`src/rtl/water_sensor_conditioner.sv`:
```
// Synchronises, debounces and plausibility-checks the three float switches.
// Outputs update DEBOUNCE_CYCLES+3 edges after a steady raw change; a sticky fault forces 111.
module water_sensor_conditioner #(
  parameter int DEBOUNCE_CYCLES = 16,
  parameter int FAULT_CYCLES    = 64
) (
  input  logic       clk,
  input  logic       reset,
  input  logic       raw_s0,
  input  logic       raw_s1,
  input  logic       raw_s2,
  input  logic       fault_clr,
  output logic       s0,
  output logic       s1,
  output logic       s2,
  output logic [1:0] level,
  output logic       change,
  output logic       fault
);

  localparam int DW = (DEBOUNCE_CYCLES > 2) ? $clog2(DEBOUNCE_CYCLES) : 1;
  localparam int FW = (FAULT_CYCLES > 2) ? $clog2(FAULT_CYCLES) : 1;
  localparam logic [DW-1:0] DB_MAX  = DW'(DEBOUNCE_CYCLES - 1);
  localparam logic [FW-1:0] FLT_MAX = FW'(FAULT_CYCLES - 1);

  logic [2:0]    sync1;
  logic [2:0]    sync2;
  logic [2:0]    stable;
  logic [DW-1:0] db_cnt [3];
  logic [FW-1:0] flt_cnt;
  logic [2:0]    o_reg;

  logic       p_valid;
  logic       fault_set;
  logic [2:0] o_next;
  logic [1:0] level_next;

  always_comb begin
    p_valid   = (stable == 3'b000) || (stable == 3'b001) ||
                (stable == 3'b011) || (stable == 3'b111);
    fault_set = !p_valid && (flt_cnt == FLT_MAX);
    // A faulted sensor set reads as full so the pump stays off.
    if (fault)
      o_next = 3'b111;
    else if (p_valid)
      o_next = stable;
    else
      o_next = o_reg;
    case (o_next)
      3'b001:  level_next = 2'd1;
      3'b011:  level_next = 2'd2;
      3'b111:  level_next = 2'd3;
      default: level_next = 2'd0;
    endcase
  end

  always_ff @(posedge clk) begin
    if (reset) begin
      sync1   <= '0;
      sync2   <= '0;
      stable  <= '0;
      for (int i = 0; i < 3; i++) db_cnt[i] <= '0;
      flt_cnt <= '0;
      fault   <= 1'b0;
      o_reg   <= '0;
      level   <= '0;
      change  <= 1'b0;
    end else begin
      sync1 <= {raw_s2, raw_s1, raw_s0};
      sync2 <= sync1;

      // Any single agreeing cycle restarts the count, rejecting short glitches.
      for (int i = 0; i < 3; i++) begin
        if (sync2[i] == stable[i]) begin
          db_cnt[i] <= '0;
        end else if (db_cnt[i] == DB_MAX) begin
          stable[i] <= sync2[i];
          db_cnt[i] <= '0;
        end else begin
          db_cnt[i] <= db_cnt[i] + DW'(1);
        end
      end

      if (p_valid)
        flt_cnt <= '0;
      else if (flt_cnt != FLT_MAX)
        flt_cnt <= flt_cnt + FW'(1);

      if (fault_set)
        fault <= 1'b1;
      else if (fault_clr && p_valid)
        fault <= 1'b0;

      o_reg  <= o_next;
      level  <= level_next;
      change <= (o_next != o_reg);
    end
  end

  assign s0 = o_reg[0];
  assign s1 = o_reg[1];
  assign s2 = o_reg[2];

endmodule
```
`config.mk`:
```
export PLATFORM = sky130hd
export DESIGN_NAME = water_sensor_conditioner
export DESIGN_NICKNAME = d
export VERILOG_FILES = /design/src/rtl/water_sensor_conditioner.sv
export SDC_FILE = /design/constraint.sdc
export NUM_CORES = 1
export LEC_CHECK = 0
export CAP_MARGIN = 20
export CELL_PAD_IN_SITES_DETAIL_PLACEMENT = 0
export CELL_PAD_IN_SITES_GLOBAL_PLACEMENT = 1
export CORE_ASPECT_RATIO = 0.5
export CORE_MARGIN = 10
export CORE_UTILIZATION = 35
export DETAILED_ROUTE_END_ITERATION = 8
export PLACE_DENSITY = 0.71
export SLEW_MARGIN = 30
export SYNTH_ARGS = -nofsm -noshare
export SYNTH_HDL_FRONTEND = slang
export SYNTH_SLANG_ARGS = --single-unit
```
`constraint.sdc`:
```
create_clock -name clk -period 1.46 [get_ports clk]
set_clock_uncertainty 0.15 [all_clocks]
set_input_delay 0.292 -clock clk [delete_from_list [all_inputs] [get_ports clk]]
set_output_delay 0.292 -clock clk [all_outputs]
set_load 0.02 [all_outputs]
```
The metal 1 layer:
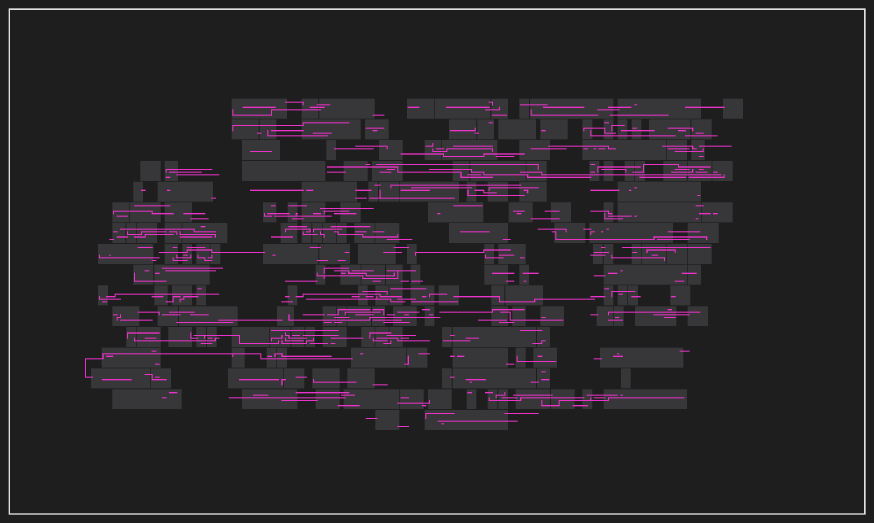
The wires run mostly horizontal. The longest straight run is 23.5 um.

M2 wires:
Bar = 20 um.
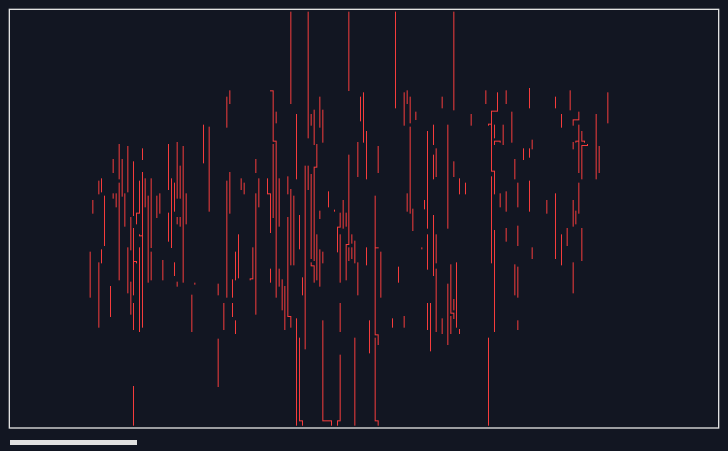
The wires run mostly vertical. 166 nets have wire on it.

==> results.py <==
# Auto-generated metrics
metrics = {
    "sta": {
        "setup_ws_ns": -0.0556,
        "fmax_ghz": 0.660,
        "fin_crit_sh": 1.04,
        "rsz0062_at_grt": "yes",
        "hold_violations": 0,
        "setup_viol": 8,
        "final_max_slew_viol_count": 0,
    },
    "detailed_routing": {
        "drc": 0,
        "met3_length_um": 66,
        "num_vias": 1098,
        "top_layer": "met4",
        "wl_met1_mm": 1.36,
        "drt_iter0_drc": 35,
        "wl_mm": 2.80,
        "wl_per_cell_um": 11.1,
    },
    "clock_tree": {
        "cts.root.buffer_cell": "clkbuf_8",
        "cts_setup_buffers": 1,
        "path_clk_slew_ns": 0.07,
        "cts_tree": "yes",
        "cts_resized": 11,
        "cts_buffer_depth": 2,
        "cts.sinks": 34,
        "h-tree-depth": 2,
    },
    "yosys": {
        "simple_gate_share": 0.217,
        "ys_ff": 34,
        "yosys_warnings": 0,
        "synth_area_per_cell_um2": 9.93,
        "mux_area_frac": 0.0279,
        "xor_share": 0.0711,
        "yosys_area_um2": 1480,
        "syn-cell-area_um2": 1480,
        "ys_cells": 149,
        "yosys.area.top_type_share": 0.298,
        "aoi_share": 0.0761,
        "yosysSeqAreaShare": 0.541,
        "top_area_cell": "dfxtp_1",
        "topCellsByArea": "dfxtp_1, edfxtp_1, nor2_1, xnor2_1, xor2_1",
        "synth_cell_types": 33,
        "ys_sh_adder": 0.0338,
    },
    "floorplanning": {
        "fp_util": 0.371,
        "die_w_um": 112,
        "pin_count": 13,
        "fp-row-count": 16,
        "coreArea_um2": 3980,
        "fp.dieH_um": 66.0,
        "dieArea_um2": 7380,
    },
    "power_and_ir_drop": {
        "intPower_w": 0.00155,
        "powerDensity_nw_per_um2": 955,
        "pg_clk_w": 0.000839,
        "cellLeakagePower_nw": 0.856,
        "pg_seq_w": 0.00102,
        "power.group.top": "registers",
        "p_switching_w": 0.000386,
        "seqPwrFrac": 0.524,
        "power_frac_clock": 0.433,
        "peakVddDrop_v": 0.000401,
        "power_frac_comb": 0.042,
        "switching_share": 0.200,
        "pg_comb_w": 0.0000821,
    },
    "grt": {
        "use_met1": 0.0901,
        "use_met2": 0.130,
        "grt-ovfl-total": 0,
        "grt_usage": 0.0789,
        "grt_start_max_net_pins": 16,
        "use_met3": 0.0245,
        "grt_pass1_wl_mm": 4.66,
        "antenna_found_initial": 0,
        "grt_pass1_vias": 1025,
    },
    "finish": {
        "finalNetCount": 208,
        "largest_register_ffs": 12,
        "lay_top_cells": "nor2_1, buf_4, dfxtp_1, edfxtp_1, conb_1",
        "top_regs": "db_cnt: 12 flops, flt_cnt: 6 flops",
        "area_growth_pct": 37.1,
        "final_layout_top_logic_cell": "nor2_1",
        "final_core_util": 0.509,
        "drive_gt1_frac": 0.261,
        "diodes": 0,
        "ff_latch_area_um2": 808,
        "fillers": 371,
        "mi_logic_area_um2": 738,
    },
    "worst_setup_path": {
        "worstReg2RegStart": "db_cnt[2][1]$_SDFFCE_PN0P_",
        "crit_arrival_ns": 1.52,
        "end_kind": "register",
        "cp-start-kind": "register",
        "worstSetupPathType": "reg -> reg",
        "cp.required_ns": 1.46,
        "reg2reg_depth": 4,
        "crit_path_end": "db_cnt[2][0]$_SDFFCE_PN0P_",
        "r2r_slack_ns": -0.06,
        "r2r_end": "db_cnt[2][0]$_SDFFCE_PN0P_",
        "crit_fanout": 4,
    },
    "min_path": {
        "hp-class": "reg -> reg",
        "whs_endpoint": "sync2[0]$_SDFF_PP0_",
        "min_from": "sync1[0]$_SDFF_PP0_",
    },
    "place": {
        "portBuffers": 12,
        "dp_hpwl_mm": 2.10,
        "finalWeightedCongestion": 0.760,
    },
    "run_status": {
        "status": "complete, but fails checks",
        "violations": "negative setup slack",
    },
    "job": {
        "log.warning_count": 29,
        "drv_cap": 0,
    },
}
area by class of cell:
class                      count  share of cell area
tap                           54              0.0333
multi-input combinational    117               0.364
sequential                    34               0.399
clock inverter                 3              0.0198
timing repair buffer          35               0.141
clock buffer                   5              0.0340
inverter                       5             0.00926
through the flow:
step                      cells  area (um^2)  setup TNS [ns]  setup slack, ns  total power (W)
after floorplan             160         1540          -0.260          -0.0326          0.00108
after global placement      242         1850           -1.27          -0.0994          0.00111
after detailed placement    242         1850           -1.96           -0.144          0.00111
after CTS                   251         1970          -0.458          -0.0866          0.00196
after global routing        253         2030          -0.783           -0.104          0.00202
final                       253         2030          -0.352          -0.0556          0.00194
cells by family (layout without fill, tap and decap cells):
family / after synthesis / after routing
AOI/OAI and AO/OA: 18 / 18
xor gates and xnor gates: 12 / 12
adders and majority gates: 4 / 4
buffers and inverters: 9 / 48
DFF: 34 / 34
muxes: 4 / 4
other: 1 / 12
and+or+nand+nor: 67 / 67
Yosys cell counts:
library cell	instances
nor2_1	35
dfxtp_1	22
edfxtp_1	12
nor2b_1	8
nand3_1	7
a21oi_1	6
xnor2_1	6
xor2_1	6
inv_1	5
nand2_1	5
o21ai_0	5
ha_1	4
and3_1	3
mux2i_1	3
nor3_1	3
buf_2	2
a22oi_1	1
a2bb2oi_1	1
a311oi_1	1
a31oi_1	1
and2_4	1
buf_6	1
clkbuf_1	1
conb_1	1
mux2_1	1
nor2_2	1
nor4bb_1	1
o22a_1	1
o31a_1	1
o41ai_1	1
or3_1	1
or3_4	1
or4b_1	1
worst max-delay path: stages, from the launching register on:
cell and delay [ns]:
edfxtp_1 0.39, ha_2 0.20, and3_4 0.18, or3_4 0.35
nor2_2 0.11
Power is estimated from default activity; no workload was simulated.
